**Run 1: supply network**

Scale bar: 50 µm. Pins as bars on the die edge. Tap cells in grey.
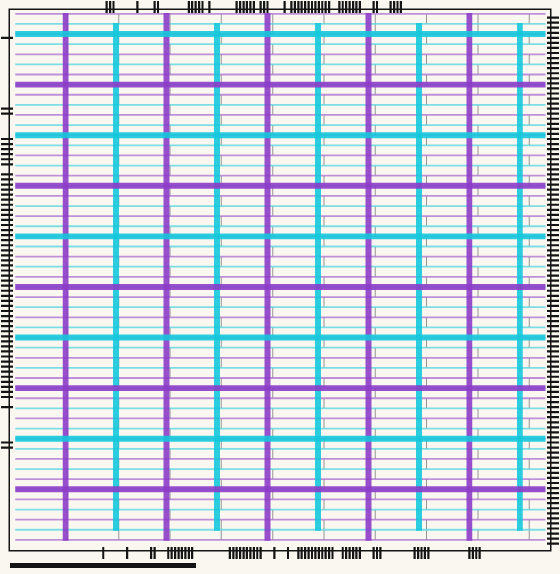
**Run 1: sequential cells coloured by netlist name**

Scale bar: 50 µm. Other sequential cells in the stronger grey, the rest of the logic in the fainter grey.
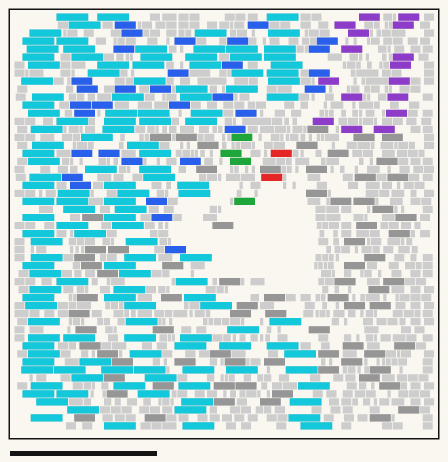
**Run 1: nets reached from selected ports**

Scale bar: 50 µm.
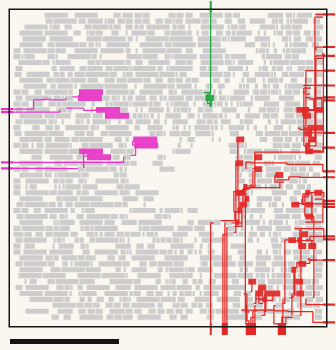
--- config.mk ---
export PLATFORM = sky130hd
export DESIGN_NAME = fpu_issue_stage
export DESIGN_NICKNAME = d
export VERILOG_FILES = /design/src/rtl/fpu_pkg.sv /design/src/rtl/fpu_issue_fifo.sv /design/src/rtl/fpu_issue_stage.sv
export SDC_FILE = /design/constraint.sdc
export NUM_CORES = 1
export LEC_CHECK = 0
export CAP_MARGIN = 20
export CORE_UTILIZATION = 50
export CTS_BUF_LIST = sky130_fd_sc_hd__clkbuf_8
export DETAILED_ROUTE_END_ITERATION = 10
export GPL_TIMING_DRIVEN = 0
export PLACE_DENSITY_LB_ADDON = 0.2
export SETUP_SLACK_MARGIN = 0.05
export SYNTH_ARGS = -nofsm -noshare
export SYNTH_HDL_FRONTEND = slang
export SYNTH_SLANG_ARGS = --single-unit
--- constraint.sdc ---
create_clock -name clk -period 10.6 [get_ports clk]
set_input_delay 1.59 -clock clk [delete_from_list [all_inputs] [get_ports clk]]
set_output_delay 1.59 -clock clk [all_outputs]
set_load 0.03 [all_outputs]
--- src/rtl/fpu_pkg.sv ---
// fpu_pkg: shared constants and helpers for the FPU issue stage.
//   - canonical single-precision constants (NAN, INF, ZERO)
//   - operation encoding (OP_MUL / OP_DIV)
//   - out_flags bit indices
//   - FIFO entry width {op, tag, a, b} and a result-flag helper
package fpu_pkg;

  localparam logic [31:0] NAN  = 32'h7FC0_0000;
  localparam logic [31:0] INF  = 32'h7F80_0000;
  localparam logic [31:0] ZERO = 32'h0000_0000;

  typedef enum logic {
    OP_MUL = 1'b0,
    OP_DIV = 1'b1
  } fpu_op_e;

  localparam int FLAG_INVALID = 3;
  localparam int FLAG_DIVZERO = 2;
  localparam int FLAG_INF     = 1;
  localparam int FLAG_ZERO    = 0;

  localparam int OPERAND_W = 32;

  // FIFO entry layout, MSB first: op | tag | a | b
  function automatic int entry_width(input int tagw);
    return 1 + tagw + 2 * OPERAND_W;
  endfunction

  localparam int ENTRY_W = entry_width(4);

  // Classify a result; divzero is decided from the operands by the caller.
  function automatic logic [3:0] result_flags(input logic [31:0] r, input logic divzero);
    logic [3:0] f;
    f = 4'b0000;
    f[FLAG_INVALID] = (r[30:23] == 8'hFF) && (r[22:0] != 23'd0);
    f[FLAG_INF]     = (r[30:23] == 8'hFF) && (r[22:0] == 23'd0);
    f[FLAG_ZERO]    = (r[30:0] == 31'd0);
    f[FLAG_DIVZERO] = divzero;
    return f;
  endfunction

endpackage

--- src/rtl/fpu_issue_fifo.sv ---
// fpu_issue_fifo: synchronous FIFO holding accepted FPU requests.
//   clk, rst        : clock, synchronous active-high reset
//   push, push_data : write one entry (ignored when full)
//   pop, pop_data   : remove head entry (ignored when empty); pop_data shows head
//   full, empty     : occupancy status
//   fill            : occupancy, 0..DEPTH
// DEPTH must be a power of two so the pointers wrap naturally.
module fpu_issue_fifo #(
  parameter int DEPTH = 2,
  parameter int WIDTH = 8
) (
  input  logic                     clk,
  input  logic                     rst,
  input  logic                     push,
  input  logic [WIDTH-1:0]         push_data,
  input  logic                     pop,
  output logic [WIDTH-1:0]         pop_data,
  output logic                     full,
  output logic                     empty,
  output logic [$clog2(DEPTH):0]   fill
);

  localparam int AW = $clog2(DEPTH);

  logic [WIDTH-1:0] mem_q [DEPTH];
  logic [AW-1:0]    wr_ptr_q, wr_ptr_d;
  logic [AW-1:0]    rd_ptr_q, rd_ptr_d;
  logic [AW:0]      count_q, count_d;
  logic             do_push, do_pop;

  assign full     = (count_q == (AW+1)'(DEPTH));
  assign empty    = (count_q == '0);
  assign do_push  = push && !full;
  assign do_pop   = pop && !empty;
  assign pop_data = mem_q[rd_ptr_q];
  assign fill     = count_q;

  always_comb begin
    wr_ptr_d = wr_ptr_q;
    rd_ptr_d = rd_ptr_q;
    count_d  = count_q;
    if (do_push) wr_ptr_d = wr_ptr_q + AW'(1);
    if (do_pop)  rd_ptr_d = rd_ptr_q + AW'(1);
    unique case ({do_push, do_pop})
      2'b10:   count_d = count_q + (AW+1)'(1);
      2'b01:   count_d = count_q - (AW+1)'(1);
      default: count_d = count_q;
    endcase
  end

  always_ff @(posedge clk) begin
    if (rst) begin
      wr_ptr_q <= '0;
      rd_ptr_q <= '0;
      count_q  <= '0;
    end else begin
      wr_ptr_q <= wr_ptr_d;
      rd_ptr_q <= rd_ptr_d;
      count_q  <= count_d;
    end
  end

  // Storage needs no reset: entries are only read when counted valid.
  always_ff @(posedge clk) begin
    if (do_push) mem_q[wr_ptr_q] <= push_data;
  end

endmodule

--- src/rtl/fpu_issue_stage.sv ---
// fpu_issue_stage: buffers multiply/divide requests, presents operands to
// external fp_mul / fp_div units from a stage-1 register, and captures the
// selected result with flags into a valid/ready output register.
//   clk, rst                          : clock, synchronous active-high reset
//   in_valid/in_ready, in_op, in_a,
//   in_b, in_tag                      : request handshake and payload
//   op_a, op_b                        : operands to fp_mul and fp_div
//   res_mul, res_div                  : combinational results from those units
//   out_valid/out_ready, out_result,
//   out_tag, out_flags                : result handshake and payload
//   fill                              : FIFO occupancy
//   busy                              : any request still in the block
//   done_count                        : completed output handshakes (wraps)
module fpu_issue_stage
  import fpu_pkg::*;
#(
  parameter int DEPTH = 2,
  parameter int TAGW  = 4
) (
  input  logic                   clk,
  input  logic                   rst,
  input  logic                   in_valid,
  output logic                   in_ready,
  input  logic                   in_op,
  input  logic [31:0]            in_a,
  input  logic [31:0]            in_b,
  input  logic [TAGW-1:0]        in_tag,
  output logic [31:0]            op_a,
  output logic [31:0]            op_b,
  input  logic [31:0]            res_mul,
  input  logic [31:0]            res_div,
  output logic                   out_valid,
  input  logic                   out_ready,
  output logic [31:0]            out_result,
  output logic [TAGW-1:0]        out_tag,
  output logic [3:0]             out_flags,
  output logic [$clog2(DEPTH):0] fill,
  output logic                   busy,
  output logic [15:0]            done_count
);

  localparam int EW = entry_width(TAGW);

  logic [EW-1:0] push_entry, head;
  logic          fifo_full, fifo_empty;
  logic          push, pop;

  logic            s1_valid_q, s1_valid_d;
  logic            s1_op_q, s1_op_d;
  logic [TAGW-1:0] s1_tag_q, s1_tag_d;
  logic [31:0]     s1_a_q, s1_a_d;
  logic [31:0]     s1_b_q, s1_b_d;

  logic            out_valid_q, out_valid_d;
  logic [31:0]     out_result_q, out_result_d;
  logic [TAGW-1:0] out_tag_q, out_tag_d;
  logic [3:0]      out_flags_q, out_flags_d;
  logic [15:0]     done_count_q, done_count_d;

  logic        s1_adv;
  logic        out_hs;
  logic [31:0] sel_result;
  logic        divzero;

  // Held low during reset so the reset cycle can never accept a push.
  assign in_ready   = !rst && !fifo_full;
  assign push       = in_valid && in_ready;
  assign push_entry = {in_op, in_tag, in_a, in_b};

  fpu_issue_fifo #(
    .DEPTH (DEPTH),
    .WIDTH (EW)
  ) u_fifo (
    .clk       (clk),
    .rst       (rst),
    .push      (push),
    .push_data (push_entry),
    .pop       (pop),
    .pop_data  (head),
    .full      (fifo_full),
    .empty     (fifo_empty),
    .fill      (fill)
  );

  assign s1_adv = s1_valid_q && (!out_valid_q || out_ready);
  assign pop    = !fifo_empty && (!s1_valid_q || s1_adv);
  assign out_hs = out_valid_q && out_ready;

  assign sel_result = (s1_op_q == OP_DIV) ? res_div : res_mul;
  // Division of a finite non-zero dividend by +/-0.
  assign divzero = (s1_op_q == OP_DIV) && (s1_b_q[30:0] == 31'd0) &&
                   (s1_a_q[30:23] != 8'hFF) && (s1_a_q[30:0] != 31'd0);

  always_comb begin
    s1_valid_d = s1_valid_q;
    s1_op_d    = s1_op_q;
    s1_tag_d   = s1_tag_q;
    s1_a_d     = s1_a_q;
    s1_b_d     = s1_b_q;
    if (pop) begin
      s1_valid_d = 1'b1;
      s1_op_d    = head[EW-1];
      s1_tag_d   = head[EW-2 -: TAGW];
      s1_a_d     = head[63:32];
      s1_b_d     = head[31:0];
    end else if (s1_adv) begin
      s1_valid_d = 1'b0;
    end
  end

  always_comb begin
    out_valid_d  = out_valid_q;
    out_result_d = out_result_q;
    out_tag_d    = out_tag_q;
    out_flags_d  = out_flags_q;
    done_count_d = done_count_q;
    if (s1_adv) begin
      out_valid_d  = 1'b1;
      out_result_d = sel_result;
      out_tag_d    = s1_tag_q;
      out_flags_d  = result_flags(sel_result, divzero);
    end else if (out_hs) begin
      out_valid_d = 1'b0;
    end
    if (out_hs) done_count_d = done_count_q + 16'd1;
  end

  always_ff @(posedge clk) begin
    if (rst) begin
      s1_valid_q   <= 1'b0;
      s1_op_q      <= 1'b0;
      s1_tag_q     <= '0;
      s1_a_q       <= '0;
      s1_b_q       <= '0;
      out_valid_q  <= 1'b0;
      out_result_q <= '0;
      out_tag_q    <= '0;
      out_flags_q  <= '0;
      done_count_q <= '0;
    end else begin
      s1_valid_q   <= s1_valid_d;
      s1_op_q      <= s1_op_d;
      s1_tag_q     <= s1_tag_d;
      s1_a_q       <= s1_a_d;
      s1_b_q       <= s1_b_d;
      out_valid_q  <= out_valid_d;
      out_result_q <= out_result_d;
      out_tag_q    <= out_tag_d;
      out_flags_q  <= out_flags_d;
      done_count_q <= done_count_d;
    end
  end

  assign op_a       = s1_a_q;
  assign op_b       = s1_b_q;
  assign out_valid  = out_valid_q;
  assign out_result = out_result_q;
  assign out_tag    = out_tag_q;
  assign out_flags  = out_flags_q;
  assign done_count = done_count_q;
  assign busy       = !fifo_empty || s1_valid_q || out_valid_q;

endmodule

==> results.txt, run 1 <==
The run has ended; figures from its reports follow.

The flow ran to the end, and the final reports show no timing, DRC or antenna violations. The number of iterations in the first detailed-routing pass came out at 4. The number of stages on the worst hold path came out at 2. The sequential share of the synthesized area is 66.0%. The number of H-tree levels came out at 2. The CTS clock-pin slew for the worst setup and hold paths came out at 0.06 ns. The worst path needs 4.62 ns of the cycle, external delays included. The maximum count of clock buffers along a single path came out at 3. The most common library cell in the layout ignoring fill and taps is clkdlybuf4s50_1. The floorplan has 52 rows. Detailed routing inserted a total of 7463 vias. The slew of the pin with the lowest slew margin came out at 0.749 ns. The critical register-to-register path startpoint is u_fifo.fill[0]$_SDFFE_PP0P_.

The TritonCTS clock tree is yes. Looking at the cell usage after synthesis, the top flip-flop cell is edfxtp_1. Synthesis produced a netlist whose cell count is 789.

The synthesized flop and latch total came out at 269. Once the clock tree was built, the setup fixing pass inserted 0 buffers. The clock sink count came out at 269. The setup TNS came out at 0 ns. The combinational cell area excluding buffers and inverters came out at 3240 µm². The number of antenna violations at the first check in global routing came out at 1.

The worst setup timing slack at the placement stage came out at 5.96 ns. The power share of the combinational group came out at 42.0%. Cell internal power was estimated by the tool at 2.41 mW. The total power density per cell area came out at 279 nW/µm². The average via count per standard cell is 5.33.

The maximum clock frequency came out at 216 MHz. Clock skew on the completed layout was measured at 0.0117 ns. For this run the aggregate overflow at the end of global routing stands at 0. The count of nets after finishing is 1236.

The layout cell share with drive strength beyond 1 came out at 10.3%. The number of synthesized flops with an enable pin is 138. The final layout report lists a filler cell count of 1489. The first routing iteration left 237 violations. In the final report, the number of hold violations comes to 0. The finished cells cover 14100 µm². Per the detail_route report, routed wire per instance is 18.2 µm. The core utilization before placement came out at 50.8%. Compared with the post-synthesis result, the final layout area differs by 37.1%.

The global-route wire length before repair is 40200 µm. The average instance area after synthesis came out at 13.0 µm². The data arrival time of the critical path is 3.03 ns.

The number of OpenROAD warnings is 26. The kind of launch point of the worst setup path is an input pin. Per the TritonCTS log, the buffer count is 42.
Notes on 'supply network' above:
- VSS: purple
- VDD: cyan
- signal pins: 262
- tap cells: 270
- met4 straps: 10
- met1 rails: 53
- met5 straps: 10
worst vdd rail ir drop: 0.277 mV
area of the core: 20200 µm²

Notes on 'sequential cells coloured by netlist name' above:
- u_fifo.mem_q: cyan (sequential cells 138)
- op_b: blue (sequential cells 32)
- done_count: purple (sequential cells 16; where upper right)
- out_tag: green (sequential cells 4)
- u_fifo.fill: red (sequential cells 2)
Reg area: 6770 µm²
sequential power: 1.49 mW
fraction of the core area covered by cells at the end of the flow: 69.7%
sequential fraction of total cell area: 48.1%

Notes on 'nets reached from selected ports' above:
- in_tag: magenta (bits 4; direction input; edge left; end cells 8; buffers 4; wire 198 µm)
- res_mul: red (bits 32; direction input; edge 19 right, 13 bottom; end cells 42; buffers 32; wire 1400 µm)
- in_valid: green (bits 1; direction input; edge top; end cells 2; buffers 1; wire 48.9 µm)
boundary pin count: 262
buffers added on ports: 261

[run 1: power groups by stage]
stage	clock network (mW)	logic, mW	registers [mW]
6_report	0.789	1.65	1.49
5_1_grt	0.857	1.77	1.51
4_1_cts	0.806	1.66	1.48
3_5_place_dp	0	1.66	1.50
3_3_place_gp	0	1.62	1.51
2_1_floorplan	0	0.726	1.79
[run 1: critical path: stages]
cell and delay, ns:
clkdlybuf4s50_1 0.47, a21oi_1 0.23, clkdlybuf4s50_1 0.74
[run 1: sequential cells by signal (all words and copies together) (netlist names), 2 cells and up]
signal        count
done_count       16
out_flags         4
op_a             32
out_tag           4
out_result       32
op_b             32
u_fifo.mem_q    138
u_fifo.fill       2
s1_tag_q          4
[run 1: cells in the mapped netlist (9+ instances only)]
cell	number	share of area, %
a211oi_1	79	5.8
a211oi_2	20	2.4
a21oi_1	9	0.44
buf_2	26	1.3
clkbuf_1	16	0.59
dfxtp_1	131	26
edfxtp_1	138	40
mux2i_1	99	9.7
nand2_1	25	0.92
nand3_1	10	0.49
nand4_1	12	0.73
nor2_1	129	4.7
nor4_1	29	1.8
xor2_1	12	1.0
[run 1: per-layer routing]
layer | wire [µm] | GRT usage (%) | share of wire [%]
met1 | 10500 | 29.3 | 41
met2 | 12300 | 41.0 | 48
met3 | 2080 | 7.55 | 8.1
met4 | 705 | 9.11 | 2.8
met5 | 0 | 0 | 0
[run 1: cell type report]
class / count / area share [%]
Sequential cell: 269 / 48.1
Multi-Input combinational cell: 468 / 23.0
Timing Repair Buffer: 264 / 19.1
Clock buffer: 46 / 4.50
Tap cell: 270 / 2.40
Buffer: 49 / 1.75
Clock inverter: 32 / 0.944
Inverter: 3 / 0.0801
[run 1: kinds of logic (layout without fill, tap and decap cells)]
group           count (synthesis)  count (layout)  share of synthesized area, %
buf+inv                        52             394                          2.51
mux                           100             100                          9.78
xor+xnor                       19              19                          1.62
flops                         269             269                          66.0
fa+ha+maj                       2               2                         0.244
compound gates                121             121                          9.50
simple gates                  226             226                          10.3
[run 1: through the flow]
step                      util [%]  power [mW]
after global placement        65.5        3.13
final                         69.7        3.92
after global routing          69.7        4.14
after detailed placement      65.9        3.16
after CTS                     69.7        3.95
after floorplan                  -        2.52
[run 1: final timing paths]
check	end	slack (ns)
min	out_tag[0]$_SDFFE_PP0P_	0.45
max reg2reg	u_fifo.mem_q[0][50]$_DFFE_PP_	8.29
min reg2reg	out_tag[0]$_SDFFE_PP0P_	0.45
max	in_ready	5.98
==> run 2: changes to the inputs <==
==> constraint.sdc (replaced) <==
create_clock -name clk -period 4.4 [get_ports clk]
set_input_delay 0.66 -clock clk [delete_from_list [all_inputs] [get_ports clk]]
set_output_delay 0.66 -clock clk [all_outputs]
set_load 0.03 [all_outputs]
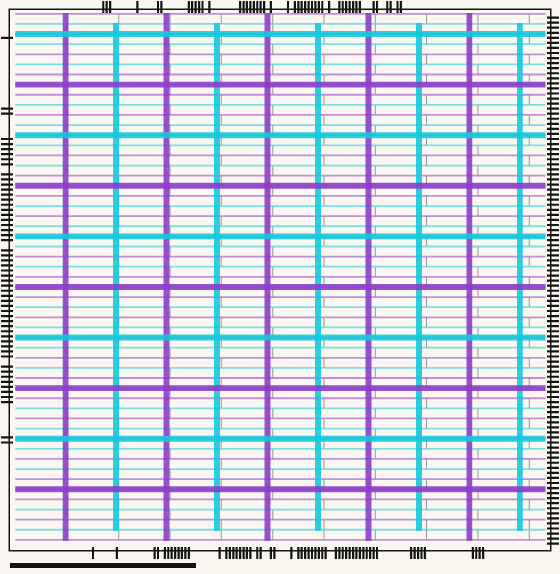
**Above:** run 2 (supply network).
Scale bar: 50 µm. Pins as bars on the die edge. Tap cells in grey.
- VDD: cyan
- VSS: purple
- met5 straps: 10
- tap cells: 270
- signal pins: 262
worst vdd rail ir drop: 0.543 mV
die height: 145 µm
die boundary width: 145 µm

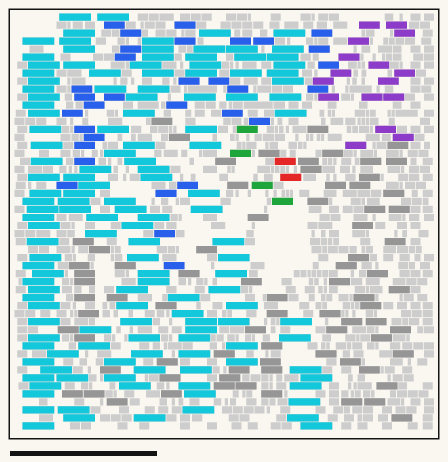
**Above:** run 2 (sequential cells coloured by netlist name).
Scale bar: 50 µm. Other sequential cells in the stronger grey, the rest of the logic in the fainter grey.
- u_fifo.fill: red (sequential cells 2)
- u_fifo.mem_q: cyan (sequential cells 138)
- out_tag: green (sequential cells 4)
- done_count: purple (sequential cells 16; where upper right)
- op_b: blue (sequential cells 32)
- not coloured: 77
sequential fraction of total cell area: 48.1%
sequential power: 3.58 mW
fraction of the core area covered by cells at the end of the flow: 69.8%

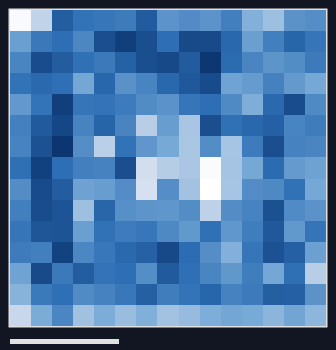
**Above:** run 2 (cell area per tile).
Scale bar: 50 µm. The die is cut into 15 by 15 equal tiles; white is low, dark blue is high, 0 to 100% covered.
- tiles over 75% full: 28%
- mean over tiles: 65%
- nearly empty tiles: 0.40%
- fullest tile: 98%
- emptiest ninth of the die: centre
fp_density: 50.8%

==> run 2 against run 1 <==
Effect of this change:
- combinational power is 140% higher
- wire length is 1.3% higher
- first-iteration DRC count stayed put
- setup slack worse by 4.4 ns
- core utilization is 0.11 points higher
- die area stayed put
- register-to-register slack worse by 6.1 ns
- worst hold slack better by 0.0030 ns
==> results.txt, run 2 <==
The run has ended; figures from its reports follow.

The most common flop cell mapped by yosys is edfxtp_1. The routing usage on met3 is 6.98% (-0.57 points). The main area contributors are edfxtp_1 (40%), dfxtp_1 (26%), mux2i_1 (9.7%).

The biggest area contributor in the post-synthesis netlist is edfxtp_1. The global-route wire length before repair came out at 40500 µm (+0.91%). The synthesized flop and latch total came out at 269 (unchanged). The number of antenna violations at the first check in global routing is 1 (unchanged). The number of synthesized flops with an enable pin is 138 (unchanged). The average detailed-routed wire length per instance is 18.4 µm (+1.2%). Per the GRT log, the top usage layer is met2. The global-route track usage on met2 came to 42.7% (+1.7 points).

Sorting the synthesis cell report by count puts at the top edfxtp_1. The number of failing hold endpoints at the final stage is 0 (unchanged). The layout cell share with drive strength beyond 1 is 10.5% (+0.25 points). The average instance area after synthesis is 13.0 µm² (unchanged). The clock sink count came to 269 (unchanged). The top cell type in the final layout, fill and taps aside, is clkdlybuf4s50_1.

The number of top-level pins is 262 (unchanged). The data arrival time of the critical path came out at 2.14 ns (-0.89 ns). The number of H-tree levels came out at 2 (unchanged). The count of nets after finishing came out at 1237 (+0.081%).

The met1 routing resource usage after global routing came out at 30.0% (+0.70 points). TritonCTS built the clock tree. The combinational cell area excluding buffers and inverters came out at 3240 µm² (unchanged). The slew of the pin with the lowest slew margin came out at 0.755 ns (+0.00601 ns). The flow ran to the end, and the final reports show no timing, DRC or antenna violations. The share of the synthesized area in the top cell type was 40.4% (unchanged). The number of port buffers came to 261 (unchanged).

The total power density per cell area came out at 674 nW/µm² (+140%).
[run 2: power breakdown]
part | internal [mW] | switching, mW | total [mW]
Sequential | 3.19 | 0.387 | 3.58
Clock | 0.988 | 0.941 | 1.93
Combinational | 1.64 | 2.34 | 3.98
[run 2: logic make-up after synthesis]
kind of cell / Yosys count / share of synthesized area [%]
AND-OR/OR-AND: 121 / 9.50
adder cells (fa/ha/maj): 2 / 0.244
flip-flops: 269 / 66.0
XOR/XNOR: 19 / 1.62
AND/OR/NAND/NOR: 226 / 10.3
buffers and inverters: 52 / 2.51
multiplexers: 100 / 9.78
[run 2: through the flow]
step                      setup slack, ns  instance area [µm²]  TNS [ns]  util [%]  power (mW)
after floorplan                     0.700                10300         0         -        6.07
after global placement             -0.377                13200    -26.89      65.5        7.54
after detailed placement             1.32                13300         0      65.9        7.63
after CTS                            1.60                14100         0      69.8        9.57
after global routing                 1.54                14100         0      69.8        10.0
final                                1.60                14100         0      69.8        9.49
[run 2: path summary, 6_finish.rpt]
check	from	end	slack, ns	cells past startpoint
worst max-delay path	rst	in_ready	1.60	3
worst min-delay path	out_flags[2]$_SDFFE_PP0P_	out_flags[2]$_SDFFE_PP0P_	0.45	2
worst min register to register	out_flags[2]$_SDFFE_PP0P_	out_flags[2]$_SDFFE_PP0P_	0.45	2
worst max register to register	out_valid$_SDFFE_PP0P_	u_fifo.fill[1]$_SDFFE_PP0P_	2.16	7
[run 2: layout make-up]
cell class | count | area share [%]
clock buffer | 47 | 4.60
timing repair buffer | 264 | 19.1
buffer | 49 | 1.75
clock inverter | 33 | 1.00
tap | 270 | 2.40
inverter | 3 | 0.0800
sequential | 269 | 48.1
multi-input combinational | 468 | 23.0
[run 2: layer usage]
layer	wire length, µm	part of all wire, %
met1	10600	41
met2	12800	49
met3	1900	7.4
met4	598	2.3
met5	13	0.050
[run 2: worst max-delay path, stage by stage]
cell             delay [ns]
clkdlybuf4s50_1        0.48
a21oi_1                0.24
clkdlybuf4s50_1        0.75
Power and IR drop assume default switching activity.
